**config.mk**
```make
export PLATFORM = sky130hd
export DESIGN_NAME = hazard_scoreboard
export DESIGN_NICKNAME = d
export VERILOG_FILES = /design/src/rtl/hazard_scoreboard.sv
export SDC_FILE = /design/constraint.sdc
export NUM_CORES = 1
export LEC_CHECK = 0
export ABC_AREA = 1
export CAP_MARGIN = 20
export CORE_ASPECT_RATIO = 0.5
export CORE_MARGIN = 5
export CORE_UTILIZATION = 55
export CTS_CLUSTER_DIAMETER = 50
export CTS_CLUSTER_SIZE = 24
export DETAILED_ROUTE_END_ITERATION = 8
export GPL_ROUTABILITY_DRIVEN = 0
export PLACE_DENSITY = 0.77
export SLEW_MARGIN = 10
export SYNTH_ARGS = -nofsm -noshare
export SYNTH_HDL_FRONTEND = slang
export SYNTH_SLANG_ARGS = --single-unit
export TNS_END_PERCENT = 30
```
**constraint.sdc**
```tcl
create_clock -name clk -period 6.1 [get_ports clk]
set_input_delay 0.915 -clock clk [delete_from_list [all_inputs] [get_ports clk]]
set_output_delay 0.915 -clock clk [all_outputs]
set_load 0.03 [all_outputs]
```
**src/rtl/hazard_scoreboard.sv**
```systemverilog
// Per-register Tnew scoreboard with mult/div busy tracking.
// Raises ID-stage stalls when a source operand or HI/LO is not yet ready.
module hazard_scoreboard #(
  parameter int REG_W       = 5,
  parameter int T_W         = 2,
  parameter int MD_MULT_CYC = 5,
  parameter int MD_DIV_CYC  = 10
) (
  input  logic             clk,
  input  logic             reset,
  input  logic             id_valid,
  input  logic [REG_W-1:0] id_rs,
  input  logic [REG_W-1:0] id_rt,
  input  logic             id_rs_used,
  input  logic             id_rt_used,
  input  logic [T_W-1:0]   id_rs_tuse,
  input  logic [T_W-1:0]   id_rt_tuse,
  input  logic             id_wr_en,
  input  logic [REG_W-1:0] id_wr_addr,
  input  logic [T_W-1:0]   id_tnew,
  input  logic             id_md_start,
  input  logic             id_md_is_div,
  input  logic             id_md_use,
  input  logic             flush,
  output logic             stall,
  output logic             stall_rs,
  output logic             stall_rt,
  output logic             stall_md,
  output logic             md_busy,
  output logic [REG_W:0]   pending_cnt
);

  localparam int NREG = 1 << REG_W;
  localparam int MD_W = $clog2(MD_DIV_CYC + 1);

  logic             w_issue;
  logic             w_rs_hz;
  logic             w_rt_hz;
  logic             w_md_hz;
  logic             w_md_ld;
  logic [MD_W-1:0]  w_md_ld_val;
  logic [MD_W-1:0]  r_md;
  logic [T_W-1:0]   w_entry [NREG];
  logic [REG_W:0]   w_pending;

  assign w_issue = id_valid & ~stall & ~flush;

  // $0 never has a pending producer.
  assign w_entry[0] = '0;

  for (genvar g = 1; g < NREG; g++) begin : g_ent
    logic           r_ent;
    logic [T_W-1:0] r_cnt;
    logic           w_ld;

    assign w_ld = w_issue & id_wr_en &
                  (id_wr_addr == REG_W'(g));

    always_ff @(posedge clk or negedge reset) begin
      if (!reset) begin
        r_cnt <= '0;
      end else if (flush) begin
        r_cnt <= '0;
      end else if (w_ld) begin
        r_cnt <= id_tnew;
      end else if (r_cnt != '0) begin
        r_cnt <= r_cnt - T_W'(1);
      end
    end

    assign r_ent      = 1'b0;
    assign w_entry[g] = r_cnt;
  end

  assign w_md_ld     = w_issue & id_md_start;
  assign w_md_ld_val = id_md_is_div ? MD_W'(MD_DIV_CYC)
                                    : MD_W'(MD_MULT_CYC);

  always_ff @(posedge clk or negedge reset) begin
    if (!reset) begin
      r_md <= '0;
    end else if (flush) begin
      r_md <= '0;
    end else if (w_md_ld) begin
      r_md <= w_md_ld_val;
    end else if (r_md != '0) begin
      r_md <= r_md - MD_W'(1);
    end
  end

  assign md_busy = (r_md != '0);

  assign w_rs_hz = id_valid & id_rs_used &
                   (id_rs != '0) &
                   (w_entry[id_rs] > id_rs_tuse);
  assign w_rt_hz = id_valid & id_rt_used &
                   (id_rt != '0) &
                   (w_entry[id_rt] > id_rt_tuse);
  assign w_md_hz = id_valid & id_md_use & md_busy;

  assign stall_rs = w_rs_hz & ~flush;
  assign stall_rt = w_rt_hz & ~flush;
  assign stall_md = w_md_hz & ~flush;
  assign stall    = (stall_rs | stall_rt | stall_md) & ~flush;

  always_comb begin
    w_pending = '0;
    for (int i = 1; i < NREG; i++) begin
      w_pending = w_pending +
                  {{REG_W{1'b0}}, |w_entry[i]};
    end
  end

  assign pending_cnt = w_pending;

endmodule

```
### Cells coloured by class, run 1

Fill, decap, tap and diode cells in grey.
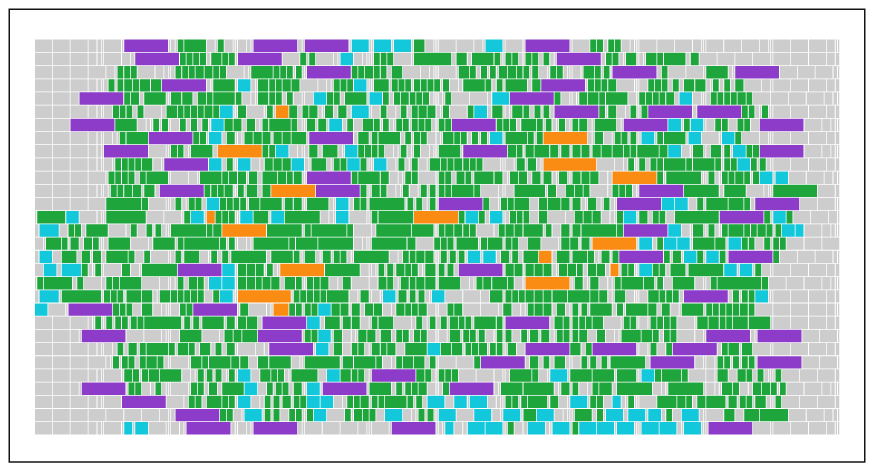
[orange] clock drivers and dummy loads | cells: 16 | share of their area: 3.7%
[purple] flops | cells: 66 | share of their area: 19%
[cyan] other buffers and delay cells | cells: 118 | share of their area: 11%
[green] all other logic | cells: 1006 | share of their area: 66%
Core Box Area: 13600 um2
flop share of the area: 18.8%
post-layout instance area: 8800 um2
Rows: 30

### Wire density map, run 1

Bar = 50 um. 35 x 19 tiles, from dark blue (low) to red (high), scaled to the fullest tile. Values are wire area over tile area, all layers added.
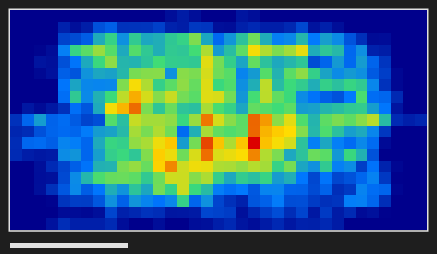
mean over tiles: 0.26
tiles over half the peak: 23%
emptiest ninth of the die: lower right
via count: 8163
WL/cell: 17.6 um

### Clock nets, run 1

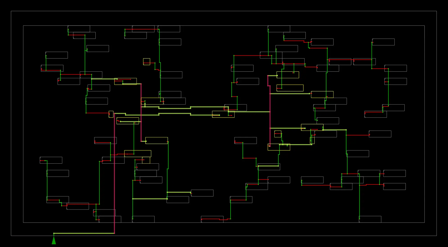
Fin Clk Skew: 10.7 ps

### The metal 3 layer, run 1

Bar = 50 um.
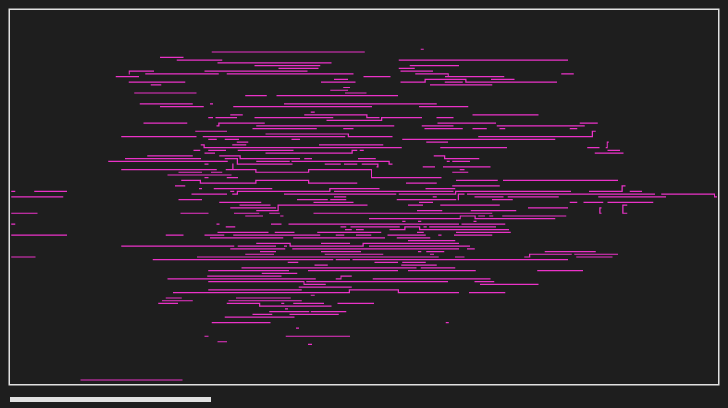
longest straight run: 59.8 um
share of all routed wire: 14%
final WL: 24.6 mm
met3 usage: 8.52%

==> results.json, run 1 <==
{
  "cp-end-kind": "output pin",
  "outcome": "complete, but fails checks",
  "route.detailed.drc": 0,
  "min_period_ps": 6370,
  "maxSlewHeadroom_pct": 22.7,
  "use_met2_pct": 46.9,
  "cts_buffers": 9,
  "ys_seq_share_pct": 21.8,
  "fill_cells": 1180,
  "max_stage_delay_ps": 550,
  "synth_adder_area_share_pct": 13.2,
  "fin_ws_ps": -270,
  "crit_fanout": 2,
  "edf_count": 0,
  "ff_type": "dfrtp_1",
  "violations": "negative setup slack",
  "top_cell": "nand2_1",
  "grt-ovfl-total": 0,
  "die_y_um": 93.1,
  "synthTopCellsByArea": "dfrtp_1 (22%), nand2_1 (17%), inv_1 (9.6%), ha_1 (7.1%), fa_1 (6.1%)",
  "crit_type": "reg2out",
  "topCombFamilyByArea": "simple AND/OR/NAND/NOR gates",
  "avgViaCountPerCell": 5.84,
  "final_nets": 1298,
  "crit_required_ps": 5180,
  "start_kind": "flip-flop",
  "antenna_found_initial": 0,
  "setup_violations": 5,
  "ys_ff": 66,
  "async_flop_share_pct": 100,
  "final.period_utilization_pct": 104,
  "maxCapViolCount": 0
}
run 1: metal layers:
metal / up-vias / routed length [um]
li1: 3806 / -
met1: 3743 / 9970
met2: 525 / 10400
met3: 89 / 3480
met4: 0 / 720
met5: - / 0
run 1: state kept, by name, summed over array words and instances (netlist names):
signal / count
g_ent.r_cnt: 62
r_md: 4
run 1: cell usage in the layout (no fill, tap or decap), types with 2 or more instances in the layout:
cell             netlist  layout
a21oi_1               71      71
clkinv_1               2       2
nand4_2               28      28
ha_1                  43      39
nor3_1                11      11
fa_2                   0       2
nand2_2                2       2
dfrtp_1               66      66
buf_6                  5       3
clkbuf_16              0       9
o211ai_1               4       4
clkinvlp_4             0       2
inv_2                  2      12
buf_2                 20       4
nand2_4                3       3
o22ai_1                2       2
nand4_1               64      64
nor2_8                 2       2
nand2_1              352     352
ha_4                   0       3
buf_4                  1      82
nand4_4                2       2
a21oi_2               10      10
clkinv_2               1       3
nand3_4                2       2
bufinv_16              0       2
fa_1                  23      21
inv_1                195     185
nor2_1                33      33
o221ai_1               8       8
clkdlybuf4s50_1        0      29
o21bai_1               2       2
o2111ai_1              5       5
o21ai_0               57      56
nand3_1               64      64
nor2_4                 5       5
nor2_2                 3       3
run 1: timing repair:
item / in CTS / in global routing
pin swaps: 12 / 0
cloned: 0 / 0
setup endpoints to repair: 6 / 5
setup buffers: 6 / 0
resized: 22 / 1
run 1: per-stage QoR:
stage	instance area [um2]	utilization [%]	setup slack [ps]
floorplan	7600	-	-74.0
global placement	8370	61.8	-146
detailed placement	8370	61.8	-224
CTS	8790	64.8	-235
global route	8800	64.9	-489
finish	8800	64.9	-270
run 1: layout make-up:
cell class / instances / area (um2) / share of cell area, %
sequential: 66 / 1650 / 18.8
multi-input combinational: 805 / 4870 / 55.3
timing repair buffer: 118 / 960 / 10.9
inverter: 201 / 758 / 8.62
tap: 192 / 240 / 2.73
clock buffer: 9 / 225 / 2.56
clock inverter: 7 / 93.8 / 1.07
run 1: cells by family after synthesis:
| family | count (synthesis) |
|---|---|
| adders and majority gates | 66 |
| xor gates and xnor gates | 4 |
| and+or+nand+nor | 574 |
| DFF | 66 |
| AOI/OAI and AO/OA | 161 |
| buffers and inverters | 254 |
run 1: path summary, 6_finish.rpt:
path,from,endpoint,depth (start not counted)
setup reg to reg,g_ent[27].r_cnt[1],g_ent[4].r_cnt[0],20
min in group asynchronous,reset,g_ent[12].r_cnt[0],2
max in group asynchronous,reset,g_ent[29].r_cnt[1],2
hold / removal,g_ent[13].r_cnt[0],g_ent[13].r_cnt[0],2
setup / recovery,g_ent[31].r_cnt[0],pending_cnt[4],17
hold reg to reg,g_ent[13].r_cnt[0],g_ent[13].r_cnt[0],2
==> run 2: changes to the inputs <==
Settings changed: SLEW_MARGIN 10 to 20.
### The metal 3 layer, run 2

Bar = 50 um.
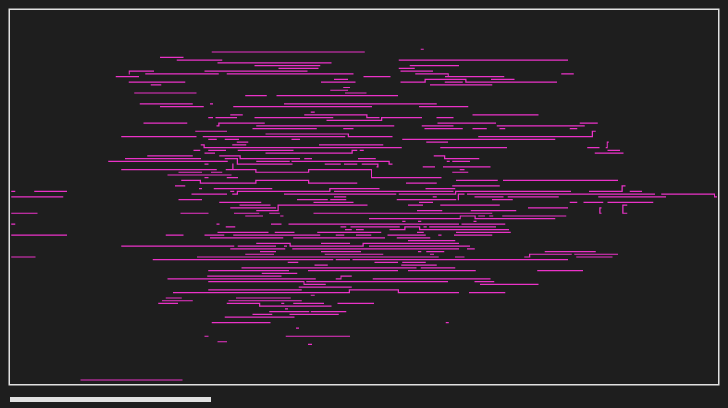
main direction: horizontal
nets with wire on the layer: 150

### Met1 routing, run 2

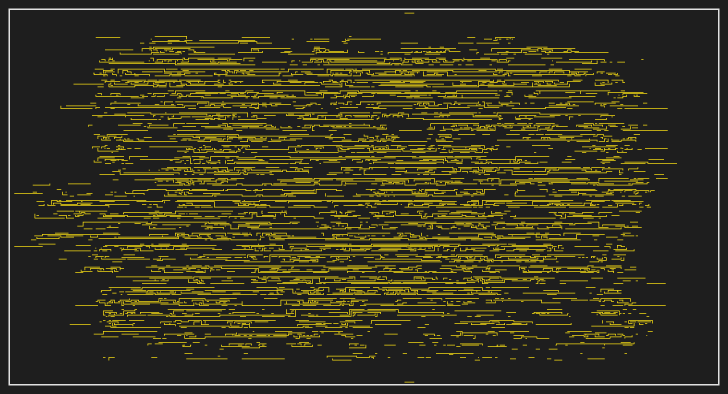
main direction: horizontal
share of all routed wire: 41%
nets with wire on the layer: 1206
wire length on this layer: 9970 um
M1 GR Usage: 42.1%

### Cells coloured by class, run 2

Fill, decap, tap and diode cells in grey.
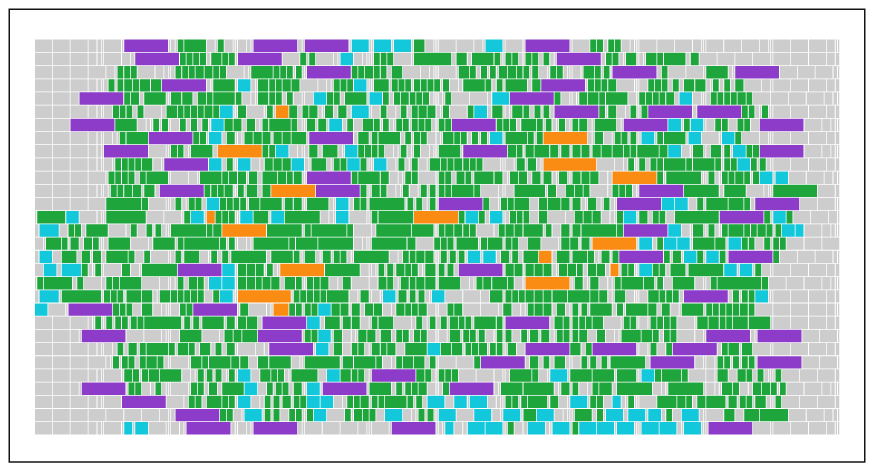
[cyan] other buffers and delay cells | cells: 118 | share of their area: 11%
[orange] clock drivers and dummy loads | cells: 16 | share of their area: 3.7%
[purple] flops | cells: 66 | share of their area: 19%
[green] all other logic | cells: 1006 | share of their area: 66%
Final Util: 64.9%

==> run 2 against run 1 <==
  * The flow still finishes with violations (negative setup slack)
  * Via count unchanged
  * Critical path depth is the same
  * Flip-flop count is the same
  * Clock skew did not move
  * Wire length unchanged
  * Global-route usage stayed put
  * Critical path type unchanged
  * Critical endpoint unchanged
  * Highest routed layer unchanged
==> results.json, run 2 <==
{
  "start_kind": "flip-flop",
  "endpoint": "pending_cnt[4]",
  "setup_violations": 5,
  "ys_ff": 66,
  "final_nets": 1298,
  "min-delay-start": "g_ent[13].r_cnt[0]",
  "die_y_um": 93.1,
  "min_path_cells": 2,
  "via_count": 8163,
  "outcome": "complete, but fails checks",
  "lay_top_cells": "nand2_1 (352), inv_1 (185), buf_4 (82)",
  "fill_cells": 1180,
  "critical_path_cell_count": 17,
  "largest_reg_flops": 62,
  "top_cell": "nand2_1",
  "cp-end-kind": "output pin",
  "fin_ws_ps": -270,
  "post_drt_wl_per_cell_um": 17.6,
  "placementRows": 30,
  "min_period_ps": 6370,
  "coreArea_um2": 13600,
  "violations": "negative setup slack",
  "r2r_start": "g_ent[27].r_cnt[1]",
  "crit_fanout": 2
}
## run 2: cell counts after synthesis
Identical to the previous run, type by type.
## run 2: area by class of cell
type                       instances  area, um2  area share (%)
multi-input combinational        805       4870            55.3
sequential                        66       1650            18.8
timing repair buffer             118        960            10.9
inverter                         201        758            8.62
tap                              192        240            2.73
clock buffer                       9        225            2.56
clock inverter                     7       93.8            1.07
## run 2: cells by family (layout without fill, tap and decap cells)
logic type	Yosys count	after routing	share of synthesized area, %
AND/OR/NAND/NOR	574	574	37.6
XOR/XNOR	4	4	0.462
buffers and inverters	254	335	15.0
adder cells (fa/ha/maj)	66	66	13.2
flip-flops	66	66	21.8
AND-OR/OR-AND	161	161	12.0
## run 2: per-stage QoR
stage	setup slack, ps	area [um2]	setup TNS (ps)	hold WS, ps
floorplan	-74.0	7600	-132	449
global placement	-146	8370	-247	464
detailed placement	-224	8370	-410	467
CTS	-235	8790	-829	482
global route	-489	8800	-2150	496
finish	-270	8800	-962	482
## run 2: routing by layer
layer	vias up	track usage, %	share of wire, %
met1	3743	42.1	41
met3	89	8.52	14
li1	3806	-	-
met4	0	8.43	2.9
met5	-	0	0
met2	525	46.9	42
## run 2: worst min-delay path by stage
stage | slack (ps) | to
floorplan | 450 | g_ent[10].r_cnt[1]
global placement | 460 | g_ent[6].r_cnt[0]
detailed placement | 470 | g_ent[9].r_cnt[0]
CTS | 480 | g_ent[20].r_cnt[1]
global route | 500 | g_ent[13].r_cnt[0]
finish | 480 | g_ent[13].r_cnt[0]
## run 2: timing repair
item | 4_1_cts | 5_1_grt
setup buffers | 6 | 0
pin swaps | 12 | 0
gates resized | 22 | 1
endpoints found under the setup margin | 6 | 5
## run 2: worst register-to-register path, stage by stage, from the launching register on
cell       delay (ps)
dfrtp_1           390
buf_4             140
buf_4             130
a21oi_1           100
o21ai_0           160
o2111ai_1         110
nand3_1           100
nand3_1            90
o21ai_0           120
ha_1              320
nand2_1            50
inv_1              70
nor2_2             50
nand3_2           120
nand2_4            80
nor2_8            390
buf_4             300
nand4_2           140
a21oi_1           270
nand2_1            90
nand2_1            70
